Fig. 1: run 1, pin map
(2 px per µm) Pins as bars across the die edge, other pins in gray.
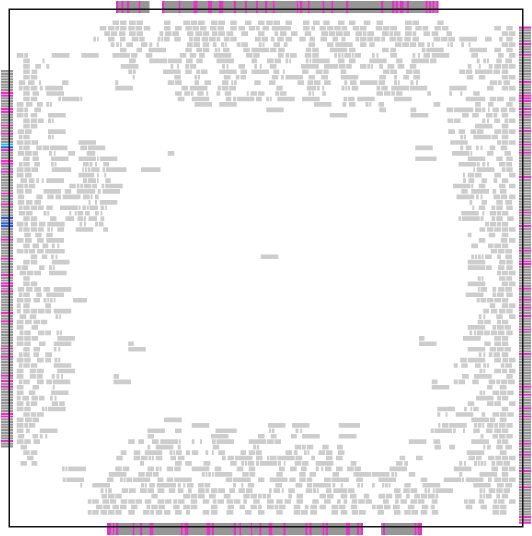
Fig. 2: run 1, congestion heat map
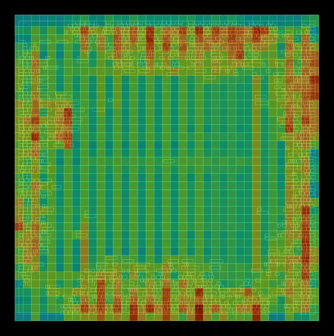
Fig. 3: run 1, placed cells, one color a class
(1.5 px per µm)
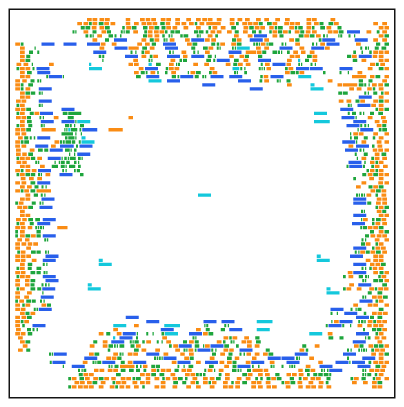
## src/rtl/round_state_ctrl.sv

```systemverilog
// Iterative AES-128 round controller: holds the cipher state, applies AddRoundKey, sequences NR rounds.
// Optional macro ROUND_PIPE_EN registers the round-chain return and makes each round take 2 cycles.
module round_state_ctrl #(
  parameter int unsigned NR = 10
) (
  input  logic         clk,
  input  logic         n_rst,
  input  logic         i_start,
  input  logic [127:0] i_data,
  input  logic [127:0] i_round_key,
  input  logic [127:0] i_round_result,
  input  logic         i_ack,
  output logic         o_ready,
  output logic [3:0]   o_round_num,
  output logic [127:0] o_sub_in,
  output logic         o_final_round,
  output logic [127:0] o_data,
  output logic         o_valid
);

  localparam logic [3:0] NR_L = 4'(NR);

  typedef enum logic [1:0] {IDLE, ROUND, DONE} state_t;

  state_t         state;
  logic [127:0]   state_reg;
  logic [3:0]     round_num;
  logic [127:0]   round_in;
  logic           round_step;

`ifdef ROUND_PIPE_EN
  logic           phase;
  logic [127:0]   result_q;

  // Phase 0 captures the chain return; phase 1 applies the key and advances the round.
  assign round_in   = result_q;
  assign round_step = phase;
`else
  assign round_in   = i_round_result;
  assign round_step = 1'b1;
`endif

  // NOTE: every register here is written with <= so all updates in a cycle see pre-edge values.
  always_ff @(posedge clk or negedge n_rst) begin
    if (!n_rst) begin
      state         <= IDLE;
      state_reg     <= '0;
      round_num     <= '0;
      o_valid       <= 1'b0;
      o_ready       <= 1'b1;
      o_final_round <= 1'b0;
`ifdef ROUND_PIPE_EN
      phase         <= 1'b0;
      result_q      <= '0;
`endif
    end else begin
      case (state)
        IDLE: begin
          if (i_start) begin
            state_reg     <= i_data ^ i_round_key;
            round_num     <= 4'd1;
            o_final_round <= (NR_L == 4'd1);
            o_ready       <= 1'b0;
            state         <= ROUND;
          end
        end
        ROUND: begin
`ifdef ROUND_PIPE_EN
          if (!phase) result_q <= i_round_result;
          phase <= ~phase;
`endif
          if (round_step) begin
            state_reg <= round_in ^ i_round_key;
            if (round_num == NR_L) begin
              state         <= DONE;
              o_valid       <= 1'b1;
              o_final_round <= 1'b0;
            end else begin
              round_num     <= round_num + 4'd1;
              o_final_round <= (round_num + 4'd1 == NR_L);
            end
          end
        end
        DONE: begin
          // A start arriving with the ack is dropped: IDLE is only entered on this edge.
          if (i_ack) begin
            state     <= IDLE;
            round_num <= '0;
            o_valid   <= 1'b0;
            o_ready   <= 1'b1;
          end
        end
        default: state <= IDLE;
      endcase
    end
  end

  assign o_round_num = round_num;
  assign o_sub_in    = state_reg;
  assign o_data      = o_valid ? state_reg : '0;

endmodule
```

## config.mk

```make
export PLATFORM = sky130hd
export DESIGN_NAME = round_state_ctrl
export DESIGN_NICKNAME = d
export VERILOG_FILES = /design/src/rtl/round_state_ctrl.sv
export SDC_FILE = /design/constraint.sdc
export NUM_CORES = 1
export LEC_CHECK = 0
export CAP_MARGIN = 10
export CORE_AREA = 3 3 253 255
export CTS_CLUSTER_DIAMETER = 50
export CTS_CLUSTER_SIZE = 28
export DETAILED_ROUTE_END_ITERATION = 7
export DIE_AREA = 0 0 256 258
export GPL_TIMING_DRIVEN = 0
export HOLD_SLACK_MARGIN = 0.06
export REMOVE_ABC_BUFFERS = 1
export SYNTH_ARGS = -nofsm -noshare
export SYNTH_HDL_FRONTEND = slang
export SYNTH_SLANG_ARGS = --single-unit
```

## constraint.sdc

```tcl
create_clock -name clk -period 5.2 [get_ports clk]
set_input_delay 1.56 -clock clk [delete_from_list [all_inputs] [get_ports clk]]
set_output_delay 1.56 -clock clk [all_outputs]
set_load 0.03 [all_outputs]
```

==> results.json, run 1 <==
{
  "status": "finished clean",
  "powerDensity_mw_per_mm2": 622,
  "synthCells": 885,
  "finalMaxSlewViolations": 0,
  "grt_most_used_layer": "met2",
  "antenna_found_initial": 2,
  "synth-async-reset-ratio_pct": 100,
  "ctsHoldBuffers": 0,
  "routed-wl-met3_um": 2670,
  "clock_path_buffers": 2,
  "fp_util_pct": 13.6,
  "ios": 651,
  "grt_pass1_vias": 9009,
  "post_cts.resized_instances": 0,
  "grt_util_met2_pct": 19.7,
  "grt_pass1_wl_um": 54300,
  "arrival_ns": 2.55,
  "crit_fanout": 66,
  "setup_violations": 0,
  "track_usage_pct": 10.7,
  "power_uw": 10300,
  "clock_latency_ns": 0.46,
  "tns_ns": 0,
  "hold_viol": 0,
  "ys.flops": 137,
  "drc": 0,
  "reg2reg_from": "state[1]$_DFFE_PN0P_",
  "hold_path.startpoint": "o_sub_in[123]$_DFFE_PN0P_",
  "wl_met2_um": 18800,
  "synth.distinct_cells": 31,
  "syn_avg_cell_area_um2": 9.49,
  "place_ws_ns": 1.42,
  "largest_reg_flops": 128,
  "htree_levels": 4,
  "fin_cells": 2361,
  "drt_pre_antenna_iters": 4,
  "hold_path_end": "o_sub_in[123]$_DFFE_PN0P_",
  "final.min_clock_period_ns": 4.11,
  "crit_type": "flip-flop to output port",
  "rrSetupSlack_ns": 2.45,
  "hold_path.class": "flip-flop to flip-flop",
  "tightest_slew_ns": 0.795,
  "use_met1_pct": 11.5,
  "maxCapViolations": 0,
  "nets": 1903,
  "slew-limit-headroom_pct": 47.0,
  "highest_layer": "met4",
  "place_inst": 2326,
  "ys_cells": 885,
  "viasPerCell": 3.56,
  "skew_ns": 0.0182,
  "timing.rr.end": "o_sub_in[127]$_DFFE_PN0P_",
  "max_freq_mhz": 243,
  "routabilityCongestion": 0.900,
  "cts_post_setup_buffers_inserted": 0,
  "cts_sinks": 137,
  "syn_area_mm2": 0.00840,
  "worstHoldPathCells": 2,
  "cts_root_buffer": "clkbuf_16",
  "rows": 91,
  "vias": 8406,
  "wirelength_um": 35800,
  "endpoint": "o_data[77]",
  "cp-end-kind": "output port",
  "ff_type": "dfrtp_1",
  "final_area_mm2": 0.0166,
  "fp.dieW_um": 256,
  "cp.required_ns": 3.64,
  "vdd_drop_max_v": 0.000429,
  "dieArea_mm2": 0.0660,
  "worstPathCellList": "buf_16 -> and2_1 -> clkdlybuf4s50_1",
  "dpl.hpwl_um": 29600,
  "drt_iter0_markers": 277,
  "coreArea_mm2": 0.0618,
  "edf_count": 0,
  "leakage_uw": 0.00681,
  "rsz0062_at_grt": "no",
  "grt_max_degree": 73,
  "ant_nets": 0,
  "cts_buffers": 17,
  "clk_pin_slew_ns": 0.06,
  "finalClockPeriodUsage_pct": 79.0,
  "fin_ws_ns": 1.09,
  "cpPeakStageDelay_ns": 0.81,
  "dpl_cell_area_mm2": 0.0159,
  "yosys_warnings": 0,
  "slowest_stage": "dfrtp_4",
  "ys_seq_share_pct": 40.8,
  "cp-start-kind": "flip-flop",
  "worstRegToRegCells": 9,
  "final_layout_size_suffix_gt1_share_pct": 3.22,
  "grt_overflow": 0,
  "startpoint": "o_valid$_DFFE_PN0P_",
  "tool_warnings": 30,
  "yosysChipArea_mm2": 0.00840,
  "cts_tree": "done",
  "met1_length_um": 13700,
  "synthToLayoutAreaGrowth_pct": 97.1,
  "hold_ws_ns": 0.498
}
About Fig. 1:
legend:
  blue:
    port: `o_round_num`
    pins: 4
    direction: output
    edge: left
  magenta:
    port: `i_data`
    pins: 128
    direction: input
    edge: 34 right, 33 bottom, 33 top, 28 left
  cyan:
    port: `o_final_round`
    pins: 1
    direction: output
    edge: left
all pins by edge: 183 right, 168 top, 161 bottom, 139 left
I/O Buffers: 650
die height: 258 µm

About Fig. 2:
grt met3 use: 3.74%
post-detailed-route wirelength per cell: 15.2 µm
final core utilization: 26.8%

About Fig. 3:
legend:
  blue:
    class: sequential cells
    cells: 137
    share_of_their_area: 22%
  cyan:
    class: clock drivers and dummy loads
    cells: 32
    share_of_their_area: 3.9%
  orange:
    class: remaining buffers and delay cells
    cells: 661
    share_of_their_area: 44%
  green:
    class: remaining logic cells
    cells: 691
    share_of_their_area: 30%

run 1: cell families (layout without fill, tap and decap cells):
logic type	count (synthesis)	count (layout)	synth area share [%]
buf+inv	65	701	4.01
simple gates	272	272	16.1
compound gates	145	145	9.02
xor+xnor	129	129	13.4
other cells	0	3	0
fa+ha+maj	7	7	1.04
mux	130	130	15.5
flops	137	137	40.8
run 1: Yosys cell counts (all sizes together), types with 2 or more instances:
cell    number  area share [%]
inv          8            0.36
mux2i      130              16
nor2         3            0.13
ha           7             1.0
xor2       129              13
clkbuf      26             1.2
a21oi        2            0.12
nand2      135             6.0
and2       128             9.5
o22ai        3            0.22
dfrtp      136              41
o21ai      132             7.9
nand3        2            0.12
buf         31             2.5
run 1: cells in the final DEF, fill, tap and decap left out, types with 6 or more instances in the layout:
cell type	count
xor2_1	129
o21ai_1	27
dfrtp_1	135
ha_1	6
nand2_1	135
and2_1	128
clkdlybuf4s50_1	649
mux2i_1	129
clkbuf_16	17
o21ai_0	105
buf_16	7
inv_1	8
run 1: power breakdown:
| group | internal (µW) | switching [µW] |
|---|---|---|
| combinational | 3050 | 3930 |
| sequential | 1600 | 435 |
| clock | 770 | 528 |
| total | 5420 | 4890 |
run 1: cell type report:
| type | count | area, µm² |
|---|---|---|
| clock inverter | 14 | 170 |
| fill | 6608 | 45300 |
| multi-input combinational | 683 | 4660 |
| antenna | 3 | 7.51 |
| clock buffer | 18 | 439 |
| timing repair buffer | 661 | 6780 |
| sequential | 137 | 3430 |
| inverter | 8 | 30.0 |
| tap | 837 | 1050 |
run 1: critical path, delay by kind of cell, from the launching register on:
| family | cells | cell delay [ns] |
|---|---|---|
| buffers and inverters | 2 | 0.98 |
| flip-flops | 1 | 0.81 |
| AND/OR/NAND/NOR | 1 | 0.23 |
Fig. 4: run 1, where the registers sit
(1 px per µm) Other sequential cells in the stronger gray, the rest of the logic in the fainter gray.
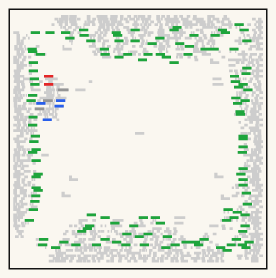

## Run 2: what changed since run 1
--- a/config.mk
+++ b/config.mk
@@ -6,11 +6,11 @@
 export NUM_CORES = 1
 export LEC_CHECK = 0
 export CAP_MARGIN = 10
-export CORE_AREA = 3 3 253 255
+export CORE_AREA = 3 3 249 251
 export CTS_CLUSTER_DIAMETER = 50
 export CTS_CLUSTER_SIZE = 28
 export DETAILED_ROUTE_END_ITERATION = 7
-export DIE_AREA = 0 0 256 258
+export DIE_AREA = 0 0 252 254
 export GPL_TIMING_DRIVEN = 0
 export HOLD_SLACK_MARGIN = 0.06
 export REMOVE_ABC_BUFFERS = 1
==> constraint.sdc (replaced) <==
create_clock -name clk -period 4.15 [get_ports clk]
set_input_delay 1.245 -clock clk [delete_from_list [all_inputs] [get_ports clk]]
set_output_delay 1.245 -clock clk [all_outputs]
set_load 0.03 [all_outputs]
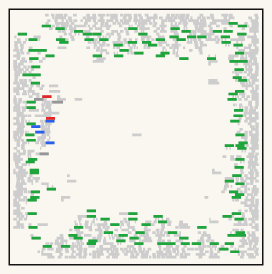
Fig. 5. Where the registers sit (run 2).
(1 px per µm) Other sequential cells in the stronger gray, the rest of the logic in the fainter gray.
legend:
  red:
    netlist_name: `state`
    sequential_cells: 2
  green:
    netlist_name: `o_sub_in`
    sequential_cells: 128
    where: spread over the die
  blue:
    netlist_name: `o_round_num`
    sequential_cells: 4
    where: left middle

==> results.json, run 2 <==
{
  "status": "finished clean",
  "place_inst": 2271,
  "use_met1_pct": 11.3,
  "crit_family": "buffers and inverters",
  "nets": 1903,
  "intPower_uw": 6830,
  "grt_pass1_vias": 8732,
  "topCellsByArea": "dfrtp_1 41%, mux2i_1 15%, xor2_1 13%",
  "timing.rr.end": "o_sub_in[57]$_DFFE_PN0P_",
  "grt_util_met2_pct": 18.9,
  "hold_ws_ns": 0.500,
  "ctsHoldBuffers": 0,
  "ant_nets": 0,
  "cts_buffers": 17,
  "coreArea_mm2": 0.0601,
  "yosysChipArea_mm2": 0.00840,
  "wirelength_um": 35500,
  "switching_power_uw": 6100,
  "max_freq_mhz": 262,
  "p_clk_share_pct": 12.7,
  "die_y_um": 254,
  "place_ws_ns": 0.739,
  "ys_cells": 885,
  "edf_count": 0,
  "cts_tree": "done",
  "cp-start-kind": "flip-flop",
  "regArea_mm2": 0.00343,
  "common_cells": "136 x dfrtp_1, 135 x nand2_1, 129 x mux2i_1, 129 x xor2_1, 128 x and2_1",
  "power_frac_comb_pct": 67.3,
  "worstRegToRegCells": 9,
  "ys.flops": 137,
  "hold_path_end": "o_sub_in[86]$_DFFE_PN0P_",
  "tns_ns": 0,
  "setup_violations": 0,
  "slowest_stage": "dfrtp_4",
  "synth.distinct_cells": 31,
  "synthToLayoutAreaGrowth_pct": 96.1,
  "finalClockPeriodUsage_pct": 92.1,
  "fin_ws_ns": 0.327,
  "cts_post_setup_buffers_inserted": 0,
  "vdd_drop_max_v": 0.000393,
  "cpPeakStageDelay_ns": 0.82,
  "hold_path.class": "flip-flop to flip-flop",
  "grt_overflow": 0,
  "crit_fanout": 66,
  "wl_per_cell_um": 15.4,
  "final_common_cell": "clkdlybuf4s50_1",
  "fillers": 6355,
  "cts_sinks": 137,
  "rsz0062_at_grt": "no",
  "tightest_slew_ns": 0.831,
  "clock_latency_ns": 0.46,
  "dpl.hpwl_um": 29200,
  "rows": 90,
  "synth_top_cell_by_count": "dfrtp_1",
  "yosys_warnings": 0,
  "maxCapViolations": 0,
  "crit_type": "flip-flop to output port",
  "cp-end-kind": "output port",
  "synthCells": 885,
  "hold_viol": 0,
  "slew-limit-headroom_pct": 44.6,
  "rrSetupSlack_ns": 1.40,
  "finalMaxSlewViolations": 0,
  "hold_path.startpoint": "o_sub_in[86]$_DFFE_PN0P_",
  "skew_ns": 0.0112,
  "fin_cells": 2303,
  "arrival_ns": 2.58,
  "viasPerCell": 3.65,
  "clock_path_buffers": 2,
  "track_usage_pct": 10.6,
  "reg2reg_from": "state[1]$_DFFE_PN0P_",
  "utilization_pct": 27.4,
  "worstPathCellList": "buf_12 -> and2_1 -> clkdlybuf4s50_1",
  "port_buffers": 650,
  "gr-usage-met3_pct": 3.36,
  "dieArea_mm2": 0.0640,
  "clk_pin_slew_ns": 0.06,
  "fp_util_pct": 14.0,
  "ff_type": "dfrtp_1",
  "final_layout_size_suffix_gt1_share_pct": 3.03,
  "tool_warnings": 30,
  "post_cts.resized_instances": 0,
  "vias": 8409,
  "cp.required_ns": 2.90,
  "grt_pass1_wl_um": 51100,
  "drt_pre_antenna_iters": 4,
  "worstHoldPathCells": 2,
  "ys_seq_share_pct": 40.8,
  "htree_levels": 4,
  "netSwitchingFraction_pct": 47.2,
  "final_area_mm2": 0.0165,
  "yosys.area.top_type": "dfrtp_1",
  "drc": 0,
  "pwr-share-seq_pct": 19.9,
  "power_uw": 12900,
  "drt_iter0_markers": 230,
  "synth-async-reset-ratio_pct": 100,
  "largest_reg_flops": 128,
  "final.min_clock_period_ns": 3.82,
  "leakage_uw": 0.00679,
  "ios": 651,
  "dpl_cell_area_mm2": 0.0159,
  "antenna_found_initial": 2,
  "powerDensity_mw_per_mm2": 785,
  "crit_buf_inv": 2,
  "fp.dieW_um": 252,
  "grt_most_used_layer": "met2"
}
[run 2: cell count changes in the layout (fill, tap and decap cells not counted)]
cell	before	now
clkinv_2	4	1
inv_6	4	0
buf_12	4	7
diode_2	3	1
buf_16	7	4
clkbuf_1	0	2
bufinv_16	3	4
clkinvlp_4	1	4
[run 2: worst max-delay path by stage]
stage                                    start                        end  cells after the start
after global routing       o_valid$_DFFE_PN0P_                 o_data[75]                      3
final                      o_valid$_DFFE_PN0P_                 o_data[97]                      3
after global placement    state[1]$_DFFE_PN0P_  o_final_round$_DFFE_PN0P_                      4
after floorplan           state[1]$_DFFE_PN0P_  o_final_round$_DFFE_PN0P_                      4
after detailed placement               i_start   o_sub_in[69]$_DFFE_PN0P_                      7
after CTS                  o_valid$_DFFE_PN0P_                 o_data[97]                      3
[run 2: layer usage]
layer	wire length (µm)	vias up
met5	13	-
met4	1040	2
met3	2600	52
met2	18100	370
met1	13700	3805
li1	-	4180
[run 2: cell families after synthesis]
group / after synthesis / synth area share [%]
and+or+nand+nor: 272 / 16.1
AOI/OAI and AO/OA: 145 / 9.02
DFF: 137 / 40.8
muxes: 130 / 15.5
xor gates and xnor gates: 129 / 13.4
buffers and inverters: 65 / 4.01
adders and majority gates: 7 / 1.04
[run 2: power groups by stage]
stage | combinational [µW] | clock, µW | sequential [µW]
after floorplan | 4020 | 0 | 3700
after global placement | 8330 | 0 | 2590
after detailed placement | 8800 | 0 | 2610
after CTS | 8820 | 1760 | 2600
after global routing | 9220 | 1790 | 2680
final | 8700 | 1640 | 2580
[run 2: area by class of cell]
type	count	area share [%]
tap	782	5.94
multi-input combinational	683	28.3
inverter	8	0.182
clock inverter	11	1.05
clock buffer	20	2.71
timing repair buffer	661	41.0
sequential	137	20.8
antenna	1	0.0152
Power and IR drop assume default switching activity.
